$ cat config.mk
export PLATFORM = sky130hd
export DESIGN_NAME = tt_ecp5_mux
export DESIGN_NICKNAME = d
export VERILOG_FILES = /design/src/rtl/tt_ecp5_pkg.sv /design/src/rtl/tt_ecp5_sync.sv /design/src/rtl/tt_ecp5_mux.sv
export SDC_FILE = /design/constraint.sdc
export NUM_CORES = 1
export LEC_CHECK = 0
export CORE_MARGIN = 5
export CORE_UTILIZATION = 36
export DETAILED_ROUTE_END_ITERATION = 12
export GPL_TIMING_DRIVEN = 0
export PLACE_DENSITY = 0.93
export SYNTH_ARGS = -nofsm -noshare
export SYNTH_HDL_FRONTEND = slang
export SYNTH_HIERARCHICAL = 1
export SYNTH_SLANG_ARGS = --single-unit
$ cat constraint.sdc
create_clock -name clk -period 2.3 [get_ports clk]
set_input_delay 0.23 -clock clk [delete_from_list [all_inputs] [get_ports clk]]
set_output_delay 0.23 -clock clk [all_outputs]
set_load 0.02 [all_outputs]
$ cat src/rtl/tt_ecp5_pkg.sv
// Shared types and constants for the ECP5 Tiny Tapeout multi-project mux.
package tt_ecp5_pkg;

    localparam int SYNC_STAGES         = 2;
    localparam int DEF_N_PROJECTS      = 4;
    localparam int DEF_RST_HOLD_CYCLES = 16;

    typedef enum logic [1:0] {
        RESET   = 2'd0,
        HOLD    = 2'd1,
        RUN     = 2'd2,
        INVALID = 2'd3
    } mux_state_e;

endpackage

$ cat src/rtl/tt_ecp5_sync.sv
// Width-parametrised SYNC_STAGES-flop synchroniser with async active-low reset.
module tt_ecp5_sync
    import tt_ecp5_pkg::*;
#(
    parameter int WIDTH = 1
) (
    input  logic             clk,
    input  logic             rst_n,
    input  logic [WIDTH-1:0] d,
    output logic [WIDTH-1:0] q
);

    logic [WIDTH-1:0] stage [SYNC_STAGES];

    // NOTE: this array is a short flop chain, not a RAM, so resetting every entry is intended.
    always_ff @(posedge clk or negedge rst_n) begin
        if (!rst_n) begin
            for (int i = 0; i < SYNC_STAGES; i++) begin
                stage[i] <= '0;
            end
        end else begin
            // NOTE: non-blocking assignments keep each stage reading the previous stage's old value.
            stage[0] <= d;
            for (int i = 1; i < SYNC_STAGES; i++) begin
                stage[i] <= stage[i-1];
            end
        end
    end

    assign q = stage[SYNC_STAGES-1];

endmodule

$ cat src/rtl/tt_ecp5_mux.sv
// Multi-project mux core: selects one project at reset release, sequences its ena/reset
// and registers its outputs onto the shared pins. Optional TT_ECP5_SYNC_INPUTS_EN synchronises ui_in/uio_in.
module tt_ecp5_mux
    import tt_ecp5_pkg::*;
#(
    parameter int N_PROJECTS      = DEF_N_PROJECTS,
    parameter int RST_HOLD_CYCLES = DEF_RST_HOLD_CYCLES
) (
    input  logic                    clk,
    input  logic                    rst_n,
    input  logic [7:0]              ui_in,
    output logic [7:0]              uo_out,
    input  logic [7:0]              uio_in,
    output logic [7:0]              uio_out,
    output logic [7:0]              uio_oe,
    output logic [7:0]              proj_ui_in,
    output logic [7:0]              proj_uio_in,
    input  logic [8*N_PROJECTS-1:0] proj_uo_out,
    input  logic [8*N_PROJECTS-1:0] proj_uio_out,
    input  logic [8*N_PROJECTS-1:0] proj_uio_oe,
    output logic [N_PROJECTS-1:0]   proj_ena,
    output logic [N_PROJECTS-1:0]   proj_rst_n,
    output logic                    running,
    output logic                    sel_err
);

    localparam int SEL_W = (N_PROJECTS > 1) ? $clog2(N_PROJECTS) : 1;
    localparam int CNT_W = (RST_HOLD_CYCLES > 1) ? $clog2(RST_HOLD_CYCLES) : 1;
    localparam logic [CNT_W-1:0] CNT_LAST = CNT_W'(RST_HOLD_CYCLES - 1);

    logic             rst_sync;
    logic [7:0]       ui_in_s;
    logic [7:0]       uio_in_s;
    mux_state_e       state;
    mux_state_e       state_nxt;
    logic [SEL_W-1:0] sel;
    logic [SEL_W-1:0] sel_d;
    logic             sel_ok;
    logic [CNT_W-1:0] cnt;
    logic [7:0]       slice_uo;
    logic [7:0]       slice_uio;
    logic [7:0]       slice_oe;

    // Asserts with rst_n immediately, releases two edges later.
    tt_ecp5_sync #(.WIDTH(1)) u_rst_sync (
        .clk   (clk),
        .rst_n (rst_n),
        .d     (1'b1),
        .q     (rst_sync)
    );

`ifdef TT_ECP5_SYNC_INPUTS_EN
    tt_ecp5_sync #(.WIDTH(8)) u_ui_sync (
        .clk   (clk),
        .rst_n (rst_n),
        .d     (ui_in),
        .q     (ui_in_s)
    );

    tt_ecp5_sync #(.WIDTH(8)) u_uio_sync (
        .clk   (clk),
        .rst_n (rst_n),
        .d     (uio_in),
        .q     (uio_in_s)
    );
`else
    assign ui_in_s  = ui_in;
    assign uio_in_s = uio_in;
`endif

    assign proj_ui_in  = ui_in_s;
    assign proj_uio_in = uio_in_s;

    assign sel_d  = ui_in_s[SEL_W-1:0];
    assign sel_ok = ({1'b0, sel_d} < (SEL_W+1)'(N_PROJECTS));

    always_ff @(posedge clk or negedge rst_sync) begin
        if (!rst_sync) begin
            state <= RESET;
        end else begin
            state <= state_nxt;
        end
    end

    always_comb begin
        // NOTE: defaulting every comb output first is what prevents latch inference.
        state_nxt = state;
        unique case (state)
            RESET:   state_nxt = sel_ok ? HOLD : INVALID;
            HOLD:    if (cnt == CNT_LAST) state_nxt = RUN;
            RUN:     state_nxt = RUN;
            INVALID: state_nxt = INVALID;
            default: state_nxt = RESET;
        endcase
    end

    // sel is only written while in RESET, so later ui_in changes never reselect.
    always_ff @(posedge clk or negedge rst_sync) begin
        if (!rst_sync) begin
            sel <= '0;
            cnt <= '0;
        end else begin
            if (state == RESET) sel <= sel_d;
            if (state == HOLD && cnt != CNT_LAST) cnt <= cnt + 1'b1;
        end
    end

    always_comb begin
        proj_ena   = '0;
        proj_rst_n = '0;
        slice_uo   = '0;
        slice_uio  = '0;
        slice_oe   = '0;
        for (int p = 0; p < N_PROJECTS; p++) begin
            if (sel == SEL_W'(p)) begin
                proj_ena[p]   = (state == HOLD) || (state == RUN);
                proj_rst_n[p] = (state == RUN);
                slice_uo      = proj_uo_out[8*p +: 8];
                slice_uio     = proj_uio_out[8*p +: 8];
                slice_oe      = proj_uio_oe[8*p +: 8];
            end
        end
    end

    assign running = (state == RUN);
    assign sel_err = (state == INVALID);

    always_ff @(posedge clk or negedge rst_sync) begin
        if (!rst_sync) begin
            uo_out  <= '0;
            uio_out <= '0;
            uio_oe  <= '0;
        end else if (state == RUN) begin
            uo_out  <= slice_uo;
            uio_out <= slice_uio;
            uio_oe  <= slice_oe;
        end else begin
            uo_out  <= '0;
            uio_out <= '0;
            uio_oe  <= '0;
        end
    end

endmodule

Figure 1. Gate-type map (run 1).
Scale: 6 px per um.
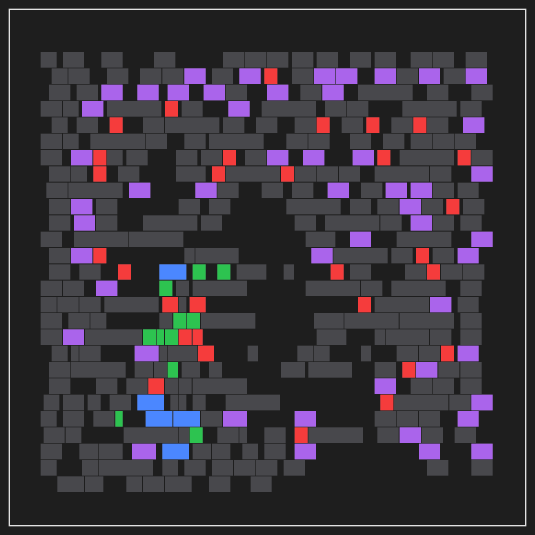
[purple] mux cells | cells: 51 | most used: mux2i_1 | where: spread over the die
[green] nand cells | cells: 11 | most used: nand2b_1
[red] aoi and oai cells | cells: 30 | most used: o22ai_1
[blue] fa/ha/maj cells | cells: 5 | most used: ha_1
final std cells w/o fill: 409
Comb area share: 25.5%
most numerous logic cell after layout: clkdlybuf4s50_1

Figure 2. Where the registers sit (run 1).
Scale: 6 px per um. Other sequential cells in the stronger grey, the rest of the logic in the fainter grey.
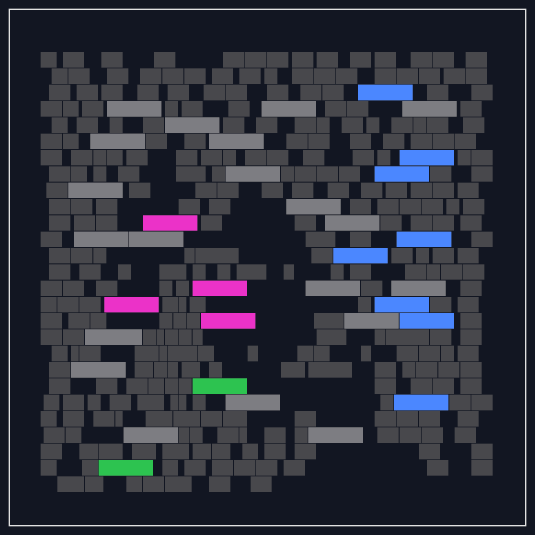
[blue] `uo_out` | placed flops: 8
[magenta] `cnt` | placed flops: 4
[green] `state` | placed flops: 2
not coloured: 20
P_seq: 0.664 mW
sequential cell area share: 22.8%
post-layout util: 67.5%
FF+latch area: 852 um^2

==> deck_impl_summary.md, run 1 <==
Synthesis and Place & Route Summary

Place
  – Setup WS pre-CTS: 0.412 ns
  – Final RePlAce weighted congestion: 0.806
  – Placed inst area: 0.00365 mm^2

Final layout
  – NonClk Buf Share: 46.9%
  – Top cells excl fill/tap: clkdlybuf4s50_1, mux2i_1, dfrtp_1
  – Top cell category: non-clock buffers
  – Largest regs: uio_oe x8, uio_out x8, uo_out x8
  – Non-Filler Cell Area, Final: 0.00374 mm^2
  – Layout cells sized above 1: 11.3%
  – Antenna cell count: 0
  – Nets: 457

GRT
  – Initial antenna violation count: 0
  – Gr usage total: 19.5%
  – Met3 usage: 7.68%
  – GRT Max-Usage Layer: met2

Synthesis
  – Synth Net Count: 301
  – Multiplexer share: 24.8%
  – Synth warn: 6
  – Xor+xnor area frac: 0%
  – Ys flops: 34
  – Synth logic family: multiplexers
  – Cell Type Count: 28
  – Synthesis area per yosys: 0.00207 mm^2
  – Post-synth EDFFs: 0
  – Mapped Cells: 182
  – Simple share: 8.71%

Detailed routing
  – Antenna Nets Post-Route: 0
  – Vias per cell: 5.02
  – Met3 WL: 740 um
  – Drt total wl: 7250 um
  – Drt wl/cell: 17.7 um
  – Detailed Routing Iterations Pass 1: 4

Critical path
  – CP max FO: 6
  – Max stage delay on crit path: 0.60 ns
  – Crit path DAT: 1.91 ns
  – Setup CP Type: flop to output pin
  – Critical path buffers and inverters: 2
  – Worst setup SP type: flop
  – CP top delay family: buffers and inverters
  – R2R depth: 6
  – Levels on crit path: 4

Pwr
  – Overall power: 1.66 mW
  – Sw Ratio: 26.6%
  – Clock power frac: 26.0%
  – Power density cells: 444 mW/mm^2
  – Leak Pwr: 1.67 nW

CTS
  – Cts repair resizes: 0
  – CTS buffer count: 5
  – CTS tree: yes
  – Max H-tree Level: 2
  – Worst skew pair latency: 0.28 ns
  – Clock buffer depth: 2
  – CTS Hold Bufs: 0
  – Post-CTS Setup Bufs: 0

Final timing
  – Setup slack after layout: 0.165 ns
  – Setup TNS: 0 ns
  – Slew @ Worst Pin: 0.738 ns
  – Worst Clk Skew: 0.00546 ns

Die
  – Total core area: 0.00554 mm^2
  – Die height: 85.8 um
  – Ports: 164

Run status
  – Status: finished, final reports clean

Job
  – Count of tool warnings: 29

Min path
  – Hold Crit Class: input pin to async pin
Figure 3. Zoomed window (run 1).
Window x 23 to 63, y 40 to 80 um. Cells in grey, sequential cells in the stronger grey; small squares are vias.
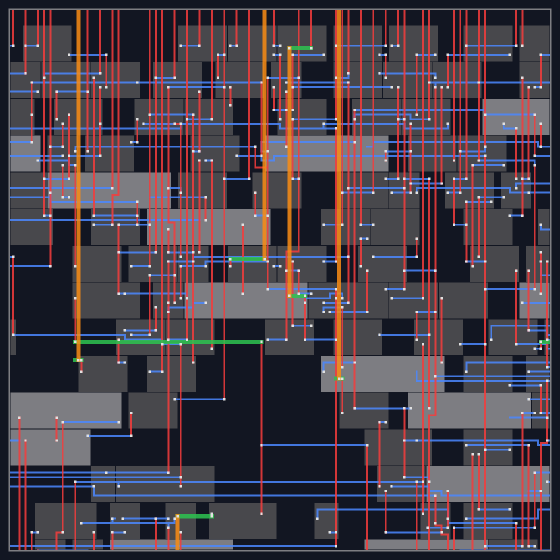
[green] M3
[blue] M1
[red] M2
[orange] M4
most frequent: clkdlybuf4s50_1 (43), mux2i_1 (18), dfrtp_1 (10)
cells with their middle in the window: 89
sequential cells in the window: 10
netlist names of flops here include: `uio_out` (4), `uio_oe` (3), `uo_out` (2)

run 1: Yosys cell counts, drive strengths merged, types with 3 or more instances:
master   n
ha       5
nand4    3
mux2     3
and3b    4
nor2b    5
buf     28
clkbuf   4
nand2b   5
and3     3
mux2i   48
o22ai   24
dfrtp   34
run 1: power groups by stage:
| stage | sequential [mW] | clock [mW] | combinational (mW) |
|---|---|---|---|
| after CTS | 0.665 | 0.447 | 0.570 |
| after global routing | 0.671 | 0.481 | 0.597 |
| after detailed placement | 0.677 | 0 | 0.568 |
| final | 0.664 | 0.432 | 0.563 |
| after floorplan | 0.725 | 0 | 0.184 |
| after global placement | 0.674 | 0 | 0.556 |
Figure 4. Congestion heat map (run 1).
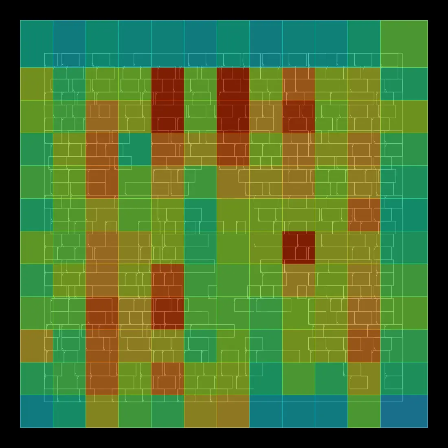

--- run 2 (diff from run 1) ---
--- a/config.mk
+++ b/config.mk
@@ -5,6 +5,7 @@
 export SDC_FILE = /design/constraint.sdc
 export NUM_CORES = 1
 export LEC_CHECK = 0
+export CAP_MARGIN = 40
 export CORE_MARGIN = 5
 export CORE_UTILIZATION = 36
 export DETAILED_ROUTE_END_ITERATION = 12
Figure 5. Congestion heat map (run 2).
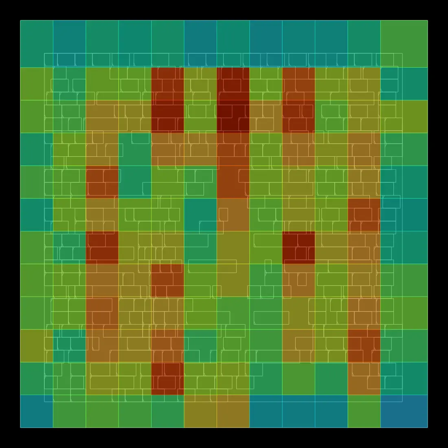
post-layout util: 67.8%
met3 usage: 5.67%

Figure 6. Where the registers sit (run 2).
Scale: 6 px per um. Other sequential cells in the stronger grey, the rest of the logic in the fainter grey.
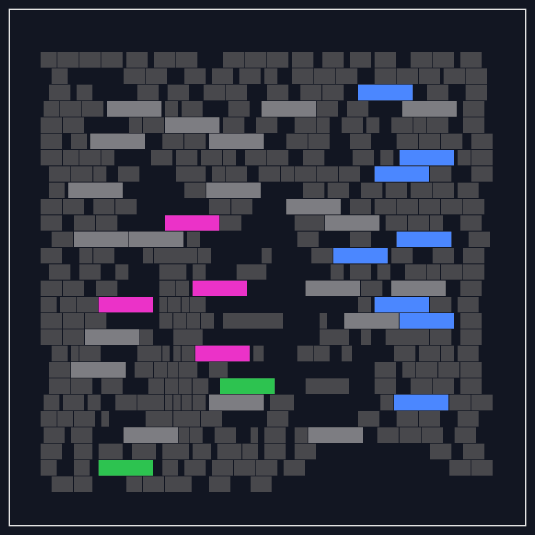
[blue] `uo_out` | placed flops: 8
[green] `state` | placed flops: 2
[magenta] `cnt` | placed flops: 4
not coloured: 20

==> run 2 against run 1 <==
Effect of this change: core utilization increased by 0.32 points; via count about the same; design area is 0.47% higher; clock power down 5.3%; critical path depth unchanged; register-to-register slack worse by 0.02 ns; sequential cell count did not move; non-clock buffer count grew 1; critical path type unchanged; critical endpoint is now proj_ena[1]; largest cell class unchanged.
==> deck_impl_summary.md, run 2 <==
Synthesis and Place & Route Summary

Pwr
  – Leak Pwr: 1.67 nW (about the same)
  – Logic power comb: 0.575 mW (was 0.563 mW)
  – Overall power: 1.64 mW (was 1.66 mW)
  – Clock power frac: 24.9% (was 26.0%)
  – Power density cells: 437 mW/mm^2 (was 444 mW/mm^2)

Job
  – Count of tool warnings: 29 (unchanged)

Detailed routing
  – Drt total wl: 7350 um (was 7250 um)
  – Vias per cell: 4.99 (was 5.02)
  – Met3 WL: 624 um (was 740 um)

Critical path
  – CP top delay family: buffers and inverters (unchanged)
  – Critical path buffers and inverters: 2 (unchanged)
  – Crit path DAT: 1.94 ns (was 1.91 ns)

Run status
  – Status: finished, final reports clean (unchanged)

Die
  – Total core area: 0.00554 mm^2 (unchanged)

GRT
  – GRT Max-Usage Layer: met2 (unchanged)
  – Gr usage total: 19.4% (was 19.5%)

Place
  – Final RePlAce weighted congestion: 0.806 (unchanged)

CTS
  – Worst skew pair latency: 0.28 ns (about the same)
  – Post-CTS Setup Bufs: 0 (unchanged)
  – Clock buffer depth: 2 (unchanged)
  – Max H-tree Level: 2 (unchanged)
  – CTS Hold Bufs: 0 (unchanged)
  – Cts repair resizes: 0 (unchanged)

Final timing
  – Setup TNS: 0 ns (unchanged)
  – Slew @ Worst Pin: 0.766 ns (was 0.738 ns)
  – Setup slack after layout: 0.127 ns (was 0.165 ns)

Final layout
  – Layout cells sized above 1: 10.9% (was 11.3%)
  – Antenna cell count: 0 (unchanged)
  – Most numerous logic cell after layout: clkdlybuf4s50_1 (unchanged)
  – Largest regs: uio_oe x8, uio_out x8, uo_out x8 (unchanged)
  – Non-Filler Cell Area, Final: 0.00376 mm^2 (was 0.00374 mm^2)
  – Top cells excl fill/tap: clkdlybuf4s50_1, mux2i_1, dfrtp_1 (unchanged)

Synthesis
  – Post-synth EDFFs: 0 (unchanged)
  – Synth cell count leaders: mux2i_1, dfrtp_1, o22ai_1 (unchanged)
  – Synth warn: 6 (unchanged)
  – Synthesis area per yosys: 0.00207 mm^2 (unchanged)
  – Multiplexer share: 24.8% (unchanged)
  – Cell Type Count: 28 (unchanged)
  – Xor+xnor area frac: 0% (unchanged)
  – Simple share: 8.71% (unchanged)

Min path
  – Hold Crit Class: input pin to async pin (unchanged)
Figure 7. Gate-type map (run 2).
Scale: 6 px per um.
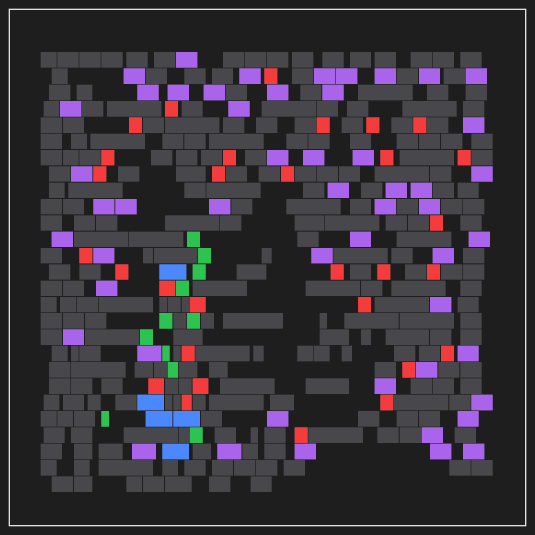
[green] nand cells | cells: 11 | most used: nand2b_1
[purple] mux cells | cells: 51 | most used: mux2i_1 | where: spread over the die
[blue] fa/ha/maj cells | cells: 5 | most used: ha_1
[red] aoi and oai cells | cells: 30 | most used: o22ai_1
final std cells w/o fill: 411
Comb area share: 25.3%

## run 2: worst paths after layout
kind                                     startpoint                   to  slack, ns  cells past startpoint
worst max-delay path                       state[0]          proj_ena[1]       0.13                      4
worst min-delay path                          rst_n  u_rst_sync/stage[1]       0.10                      1
worst max register to register             state[0]           uio_out[3]       0.60                      6
worst min register to register         u_rst_sync/q               sel[1]       0.32                      0
max in group asynchronous              u_rst_sync/q            uo_out[0]       1.44                      1
min in group clk                u_rst_sync/stage[1]         u_rst_sync/q       0.36                      0
## run 2: layout make-up
class                   count  area, um^2
inverters                   2        7.51
well taps                  72        90.1
fillers                   430        1780
clock buffers               7        76.3
flip-flops and latches     34         851
multi-input cells         114         952
repair buffers            150        1520
plain buffers              32         259
Figure 8. Signal wires on met2 (run 2).
Scale: 3 px per um. Cells faint in the background.
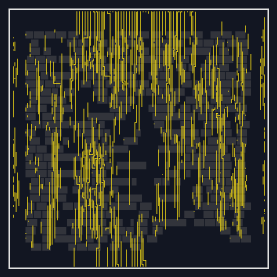

--- run 3 (diff from run 2) ---
--- a/config.mk
+++ b/config.mk
@@ -9,7 +9,7 @@
 export CORE_MARGIN = 5
 export CORE_UTILIZATION = 36
 export DETAILED_ROUTE_END_ITERATION = 12
-export GPL_TIMING_DRIVEN = 0
+export MAX_ROUTING_LAYER = met4
 export PLACE_DENSITY = 0.93
 export SYNTH_ARGS = -nofsm -noshare
 export SYNTH_HDL_FRONTEND = slang
Figure 9. Signal wires on met2 (run 3).
Scale: 3 px per um. Cells faint in the background.
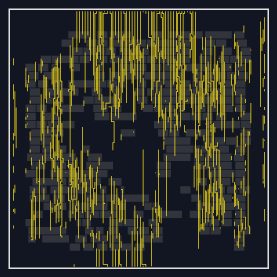
main direction: vertical
longest straight run: 40.3 um
DR vias: 1,869
drt total wl: 6760 um

Figure 10. Gate-type map (run 3).
Scale: 6 px per um.
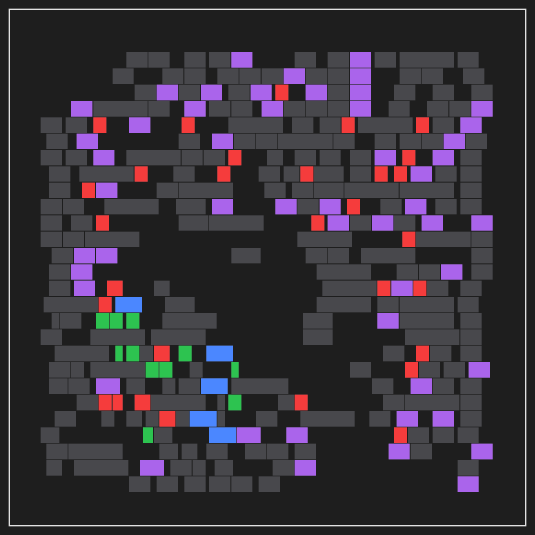
[blue] fa/ha/maj cells | cells: 5 | most used: ha_1 | where: bottom centre
[red] aoi and oai cells | cells: 30 | most used: o22ai_1
[purple] mux cells | cells: 51 | most used: mux2i_1 | where: spread over the die
[green] nand cells | cells: 11 | most used: nand2b_1

==> run 3 against run 2 <==
Effect of this change: clock power rose by 26%; critical path type unchanged; first-iteration DRC count decreased by 12%; design area down 9.5%; area after synthesis stayed put; cell count shrank 10%; clock skew barely moved; worst setup slack improved by 0.0068 ns; sequential cell count did not move; sequential power about the same; power up 1.2%; critical path depth unchanged; fmax up 0.31%.
==> deck_impl_summary.md, run 3 <==
Synthesis and Place & Route Summary

Run status
  – Status: finished, final reports clean (unchanged)

CTS
  – Cts repair resizes: 0 (unchanged)
  – Post-CTS Setup Bufs: 0 (unchanged)
  – CTS tree: yes (unchanged)
  – Clock buffer depth: 2 (unchanged)
  – Clock Sinks: 34 (unchanged)
  – CTS Hold Bufs: 0 (unchanged)
  – Reg clk slew, reported paths: 0.07 ns (about the same)
  – Worst skew pair latency: 0.28 ns (about the same)
  – Max H-tree Level: 2 (unchanged)
  – CTS buffer count: 5 (unchanged)

Final timing
  – Setup slack after layout: 0.134 ns (was 0.127 ns)
  – Crit share post-route: 94.2% (was 94.5%)
  – Worst Clk Skew: 0.00547 ns (was 0.00565 ns)
  – Slew Viols, Final: 0 (unchanged)
  – Setup TNS: 0 ns (unchanged)
  – Slew @ Worst Pin: 0.554 ns (was 0.766 ns)

Critical path
  – Worst setup SP type: flop (unchanged)
  – Worst R2R Start: state[0] (unchanged)
  – Reg2Reg Setup Slack: 0.53 ns (was 0.60 ns)
  – Crit path DAT: 1.94 ns (about the same)
  – R2R depth: 5 (was 6)
  – Setup crit start: state[0] (unchanged)
  – Setup CP Type: flop to output pin (unchanged)
  – Worst R2R End: uo_out[5] (was uio_out[3])
  – CP max FO: 6 (unchanged)

Final layout
  – Nets: 416 (was 458)
  – Top cells excl fill/tap: clkdlybuf4s50_1, mux2i_1, dfrtp_1 (unchanged)
  – Largest regs: uio_oe x8, uio_out x8, uo_out x8 (unchanged)
  – Final std cells w/o fill: 370 (was 411)
  – Post-layout util: 61.4% (was 67.8%)
  – Multi-input gate area: 952 um^2 (unchanged)
  – Fill count: 454 (was 430)
  – Area Overhead vs Synth: 64.3% (was 81.6%)
  – Most numerous logic cell after layout: clkdlybuf4s50_1 (unchanged)
  – Layout cells sized above 1: 5.37% (was 10.9%)
  – FF+latch area: 852 um^2 (was 851 um^2)
  – Antenna cell count: 0 (unchanged)
  – Non-Filler Cell Area, Final: 0.00340 mm^2 (was 0.00376 mm^2)

GRT
  – GRT Max-Usage Layer: met2 (unchanged)
  – Gr usage total: 18.1% (was 19.4%)
  – Met3 usage: 3.75% (was 5.67%)
  – Initial antenna violation count: 0 (unchanged)

Pwr
  – Overall power: 1.66 mW (was 1.64 mW)
  – Peak supply drop: 0.000268 V (was 0.000266 V)
  – Leak Pwr: 1.48 nW (was 1.67 nW)
  – Sw Ratio: 25.5% (was 26.9%)
  – Top Consumer: sequential cells (unchanged)
  – Clock power frac: 31.0% (was 24.9%)
  – Clock group: 0.516 mW (was 0.409 mW)
  – P_seq: 0.661 mW (was 0.660 mW)
  – Power density cells: 489 mW/mm^2 (was 437 mW/mm^2)
  – Logic power comb: 0.487 mW (was 0.575 mW)

Synthesis
  – Synth warn: 6 (unchanged)
  – Most common cell in the netlist: mux2i_1 (unchanged)
  – Mapped Cells: 182 (unchanged)
  – Ys flops: 34 (unchanged)
  – Synth Net Count: 301 (unchanged)
  – Synth Flop Type: dfrtp_1 (unchanged)
  – Post-synth EDFFs: 0 (unchanged)
  – Synth cell count leaders: mux2i_1, dfrtp_1, o22ai_1 (unchanged)
  – Yosys top cell by area: dfrtp_1 (unchanged)
  – Simple share: 8.71% (unchanged)
  – Multiplexer share: 24.8% (unchanged)
  – Synthesis area per yosys: 0.00207 mm^2 (unchanged)
  – Cell Type Count: 28 (unchanged)
  – Synth logic family: multiplexers (unchanged)
  – Adder share: 3.02% (unchanged)
  – Xor+xnor area frac: 0% (unchanged)

Min path
  – Hold Crit Class: input pin to async pin (unchanged)

Detailed routing
  – Highest metal used: met4 (unchanged)
  – Vias per cell: 5.05 (was 4.99)
  – Detailed Routing Iterations Pass 1: 4 (unchanged)
  – Met3 WL: 541 um (was 624 um)
  – Antenna Nets Post-Route: 0 (unchanged)

Die
  – Total core area: 0.00554 mm^2 (unchanged)
  – Ports: 164 (unchanged)
  – Die height: 85.8 um (unchanged)

Place
  – Final RePlAce weighted congestion: 0.797 (was 0.806)
  – Placed inst area: 0.00329 mm^2 (was 0.00368 mm^2)
  – Setup WS pre-CTS: 0.430 ns (was 0.414 ns)
  – HPWL after DPL: 5450 um (was 6010 um)

Job
  – Count of tool warnings: 29 (unchanged)
Figure 11. Congestion heat map (run 3).
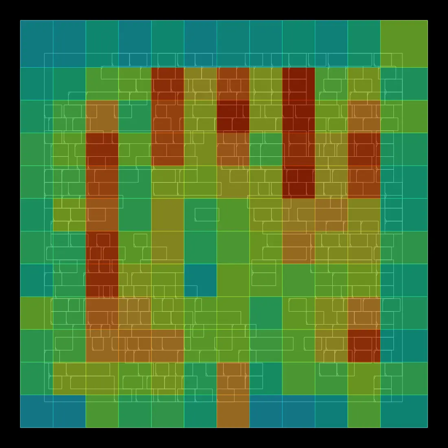
drt wl/cell: 18.3 um
met2 usage: 32.8%

## run 3: area by class of cell
class / instances / share of cell area [%]
multi-input combinational: 114 / 28.0
inverter: 2 / 0.221
clock buffer: 8 / 3.24
tap: 72 / 2.65
timing repair buffer: 140 / 40.8
sequential: 34 / 25.1
## run 3: worst max path at each step
stage          slack, ns            end  cells after the start
4_1_cts             0.11    proj_ena[0]                      4
6_report            0.13    proj_ena[0]                      4
2_1_floorplan       0.69  proj_rst_n[0]                      3
3_3_place_gp        0.50    proj_ena[0]                      4
5_1_grt            0.002    proj_ena[0]                      4
3_5_place_dp        0.43    proj_ena[0]                      4
## run 3: worst max-delay path, stage by stage (launching register included)
cell             delay, ns
dfrtp_1               0.40
inv_1                 0.08
ha_1                  0.35
nor3b_1               0.20
clkdlybuf4s50_1       0.63
Power figures rest on the tool's default switching activity, not on a simulated workload.
